Figure 1. I/O pins on the die edge.
The bar under the picture is 50 microns long. Pins as bars across the die edge, other pins in gray.
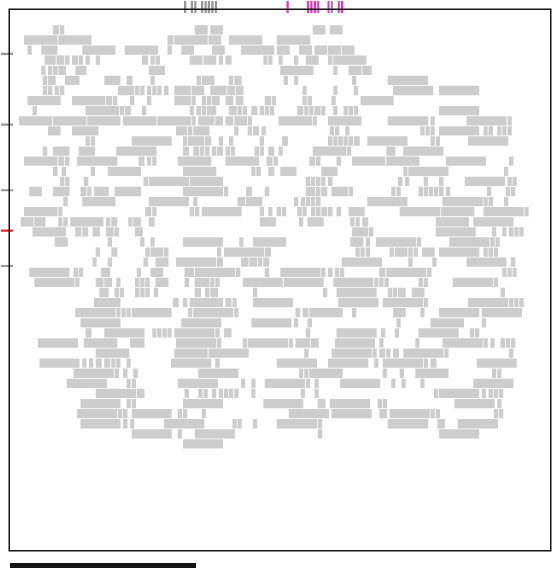
Figure 2. Cell placement.
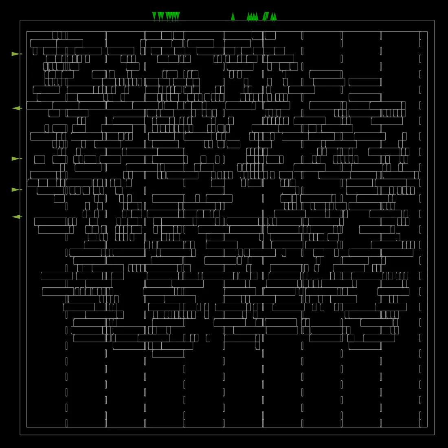
Figure 3. Drive-strength map.
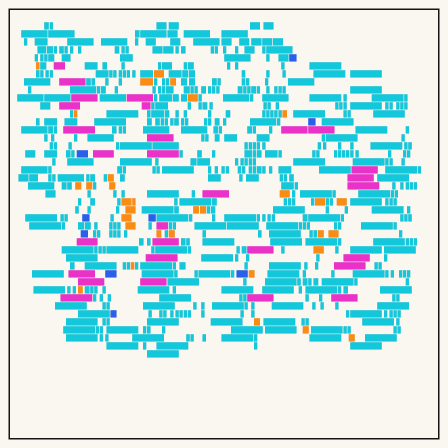
## src/rtl/maxpool2x2.sv

```systemverilog
// maxpool2x2 -- streaming 2x2, stride-2 max-pooling stage.
//
// Accepts one signed activation per ivalid in raster order and emits one
// pooled maximum per 2x2 window. Horizontal pair maxima from even rows are
// parked in a half-width line buffer and combined with the matching pair
// on the following odd row.
//
// Ports:
//   clk        in   rising-edge clock
//   rst_n      in   asynchronous active-low reset
//   clr        in   synchronous frame restart (col/row -> 0)
//   ivalid     in   din valid this cycle
//   din        in   signed activation, DW bits
//   ovalid     out  one-cycle pulse per pooled result
//   dout       out  signed pooled maximum (held while ovalid=0)
//   frame_done out  one-cycle pulse after the last pixel of a frame
module maxpool2x2 #(
  parameter int DW    = 8,
  parameter int IMG_W = 24,
  parameter int IMG_H = 24
) (
  input  logic                 clk,
  input  logic                 rst_n,
  input  logic                 clr,
  input  logic                 ivalid,
  input  logic signed [DW-1:0] din,
  output logic                 ovalid,
  output logic signed [DW-1:0] dout,
  output logic                 frame_done
);

  localparam int CW = (IMG_W > 1) ? $clog2(IMG_W) : 1;
  localparam int RW = (IMG_H > 1) ? $clog2(IMG_H) : 1;
  localparam int LD = IMG_W / 2;
  localparam int AW = (LD > 1) ? $clog2(LD) : 1;
  localparam logic [CW-1:0] COL_LAST = CW'(IMG_W - 1);
  localparam logic [RW-1:0] ROW_LAST = RW'(IMG_H - 1);
  localparam bit W_ODD = (IMG_W % 2) == 1;

  logic [CW-1:0]        col_q, col_d, col_cur;
  logic [RW-1:0]        row_q, row_d, row_cur;
  logic signed [DW-1:0] h_q, h_d;
  logic signed [DW-1:0] dout_q, dout_d;
  logic                 ovalid_q, ovalid_d;
  logic                 fdone_q, fdone_d;
  logic signed [DW-1:0] hmax, pool, lb_rd;
  logic [AW-1:0]        lb_addr;
  logic                 lb_we;

  // Not reset: every entry is written on an even row before the odd row reads it.
  logic signed [DW-1:0] lbuf [LD];

  always_comb begin
    // clr makes the current pixel (if any) position (0,0) of a fresh frame.
    col_cur  = clr ? '0 : col_q;
    row_cur  = clr ? '0 : row_q;
    lb_addr  = AW'(col_cur >> 1);
    lb_rd    = lbuf[lb_addr];
    hmax     = (din > h_q) ? din : h_q;
    pool     = (hmax > lb_rd) ? hmax : lb_rd;

    col_d    = col_cur;
    row_d    = row_cur;
    h_d      = h_q;
    dout_d   = dout_q;
    ovalid_d = 1'b0;
    fdone_d  = 1'b0;
    lb_we    = 1'b0;

    if (ivalid) begin
      if (col_cur == COL_LAST) begin
        col_d = '0;
        row_d = (row_cur == ROW_LAST) ? '0 : row_cur + RW'(1);
      end else begin
        col_d = col_cur + CW'(1);
      end
      fdone_d = (col_cur == COL_LAST) && (row_cur == ROW_LAST);

      if (!col_cur[0]) begin
        // A trailing odd column has no partner and is dropped.
        if (!(W_ODD && (col_cur == COL_LAST))) h_d = din;
      end else if (!row_cur[0]) begin
        lb_we = 1'b1;
      end else begin
        dout_d   = pool;
        ovalid_d = 1'b1;
      end
    end
  end

  always_ff @(posedge clk or negedge rst_n) begin
    if (!rst_n) begin
      col_q    <= '0;
      row_q    <= '0;
      h_q      <= '0;
      dout_q   <= '0;
      ovalid_q <= 1'b0;
      fdone_q  <= 1'b0;
    end else begin
      col_q    <= col_d;
      row_q    <= row_d;
      h_q      <= h_d;
      dout_q   <= dout_d;
      ovalid_q <= ovalid_d;
      fdone_q  <= fdone_d;
    end
  end

  always_ff @(posedge clk) begin
    if (lb_we) lbuf[lb_addr] <= hmax;
  end

  assign dout       = dout_q;
  assign ovalid     = ovalid_q;
  assign frame_done = fdone_q;

endmodule

```

## config.mk

```make
export PLATFORM = sky130hd
export DESIGN_NAME = maxpool2x2
export DESIGN_NICKNAME = d
export VERILOG_FILES = /design/src/rtl/maxpool2x2.sv
export SDC_FILE = /design/constraint.sdc
export NUM_CORES = 1
export LEC_CHECK = 0
export ABC_AREA = 1
export ABC_CLOCK_PERIOD_IN_PS = 7500
export CAP_MARGIN = 30
export CORE_MARGIN = 2
export CORE_UTILIZATION = 30
export DETAILED_ROUTE_END_ITERATION = 10
export MAX_ROUTING_LAYER = met4
export PLACE_DENSITY_LB_ADDON = 0.15
export SYNTH_ARGS = -nofsm -noshare
export SYNTH_HDL_FRONTEND = slang
export SYNTH_SLANG_ARGS = --single-unit
```

## constraint.sdc

```tcl
create_clock -name clk -period 7.5 [get_ports clk]
set_clock_uncertainty 0.2 [all_clocks]
set_input_delay 1.5 -clock clk [delete_from_list [all_inputs] [get_ports clk]]
set_output_delay 1.5 -clock clk [all_outputs]
set_load 0.01 [all_outputs]
```

==> results.py <==
# Auto-generated metrics
metrics = {
    "placement": {
        "routabilityCongestion": 0.805,
    },
    "critical_path": {
        "critical_path_class": "in -> reg",
        "cp-start-kind": "primary input",
        "crit_fanout": 13,
        "crit_required_ns": 7.61,
        "critPathBufInv": 2,
        "cpPeakStageDelay_ns": 0.47,
        "cp.arrival_ns": 5.09,
    },
    "power": {
        "swShare_pct": 25.6,
        "power_clock_mw": 0.914,
        "pg_seq_mw": 0.815,
        "peakVddDrop_mv": 0.156,
        "power.share.clock_pct": 45.2,
        "power_density_nw_per_um2": 284,
        "power_leader": "the clock network",
        "internal_power_mw": 1.50,
        "p_leak_nw": 3.09,
    },
    "cells_and_area": {
        "fin_util_pct": 36.5,
        "drive_above_1_share_pct": 10.5,
        "diodes": 0,
        "finalNonFillerCells": 931,
    },
    "global_routing": {
        "grt_use_met1_pct": 19.6,
        "grt_pass1_vias": 4250,
        "grt_busiest_layer": "met2",
        "antenna_found_initial": 0,
    },
    "clock_tree": {
        "root_buffer": "clkbuf_16",
        "clkSlewWorstSetupHoldPaths_ns": 0.06,
        "cts_repair_resize_count": 0,
        "htree_levels": 4,
    },
    "final_timing": {
        "hold_slack_ns": 0.278,
        "relSlewSlack_pct": 33.7,
        "layout_min_cycle_time_ns": 4.98,
        "max_freq_mhz": 201,
    },
    "yosys": {
        "area_leaders": "edfxtp_1, nand2_1, dfrtp_1",
        "muxShareOfSynthArea_pct": 0,
        "yosys.stat.chipArea_sq_um": 6000,
        "synthCells": 623,
        "syn_area_sq_um": 6000,
    },
    "drt": {
        "drc": 0,
        "vias_per_cell": 4.52,
        "vias": 4210,
        "wirelength_microns": 14800,
        "wl_met3_microns": 496,
    },
    "floorplan": {
        "die_area_sq_um": 21200,
        "die_h_microns": 145,
        "initCoreUtil_pct": 30.7,
    },
    "outcome": {
        "status": "complete, no violations",
    },
    "flow_run": {
        "warnings": 27,
    },
}
About Figure 1:
port	color	pins	direction	edge
clr	red	1	input	left
dout	magenta	8	output	top
all pins by edge	17 top, 5 left

About Figure 2:
# rows: 51
core area: 19500 sq um

About Figure 3:
size	color	cells	share
_2 cells	orange	32	4.8%
_6 and larger	magenta	29	4.4%
_0 and _1 cells	cyan	596	89%
_3 and _4 cells	blue	9	1.4%

-- flip-flops by register name, summed over array words and instances (netlist names) --
signal	flops
dout	8
lbuf	96
col_q	5
ovalid	1
h_q	8
frame_done	1
row_q	5
-- logic make-up after synthesis --
kind of cell	after synthesis
AND-OR/OR-AND	24
XOR/XNOR	2
adder cells (fa/ha/maj)	20
buffers and inverters	62
flip-flops	124
AND/OR/NAND/NOR	391
-- area by class of cell --
class                   count  area, sq um  share of cell area [%]
inverters                  47          186                    2.62
flip-flops and latches    124         3580                    50.3
multi-input cells         437         2120                    29.7
clock buffers              18          429                    6.03
well taps                 265          332                    4.66
clock inverters            14          223                    3.13
repair buffers             26          251                    3.53
-- cell usage after synthesis (all sizes together) --
| master | instances |
|---|---|
| nand2 | 297 |
| dfrtp | 28 |
| and2 | 1 |
| o21ai | 11 |
| a21oi | 9 |
| nor2 | 41 |
| edfxtp | 96 |
| nor3 | 5 |
| nor4 | 2 |
| ha | 20 |
| a22oi | 1 |
| inv | 47 |
| nand4 | 12 |
| o41ai | 1 |
| a21o | 1 |
| o22ai | 1 |
| clkbuf | 2 |
| xor2 | 1 |
| buf | 13 |
| nand3 | 33 |
| xnor2 | 1 |
-- worst paths after layout --
path,endpoint,startpoint,cells after the start
min in group asynchronous,dout[7],rst_n,2
worst max register to register,dout[7],h_q[7],21
worst max-delay path,dout[7],din[5],22
worst min register to register,dout[2],dout[2],2
max in group asynchronous,h_q[6],rst_n,2
worst min-delay path,dout[2],dout[2],2
-- cells in the final DEF, fill, tap and decap left out, types with 17 or more instances in the layout --
master / instances
nand2_1: 285
edfxtp_1: 96
inv_1: 41
nor2_1: 34
dfrtp_1: 28
nand3_1: 26
clkdlybuf4s50_1: 21
ha_1: 20
clkbuf_16: 17
No activity file was given, so power comes from the tool's default toggle rates.
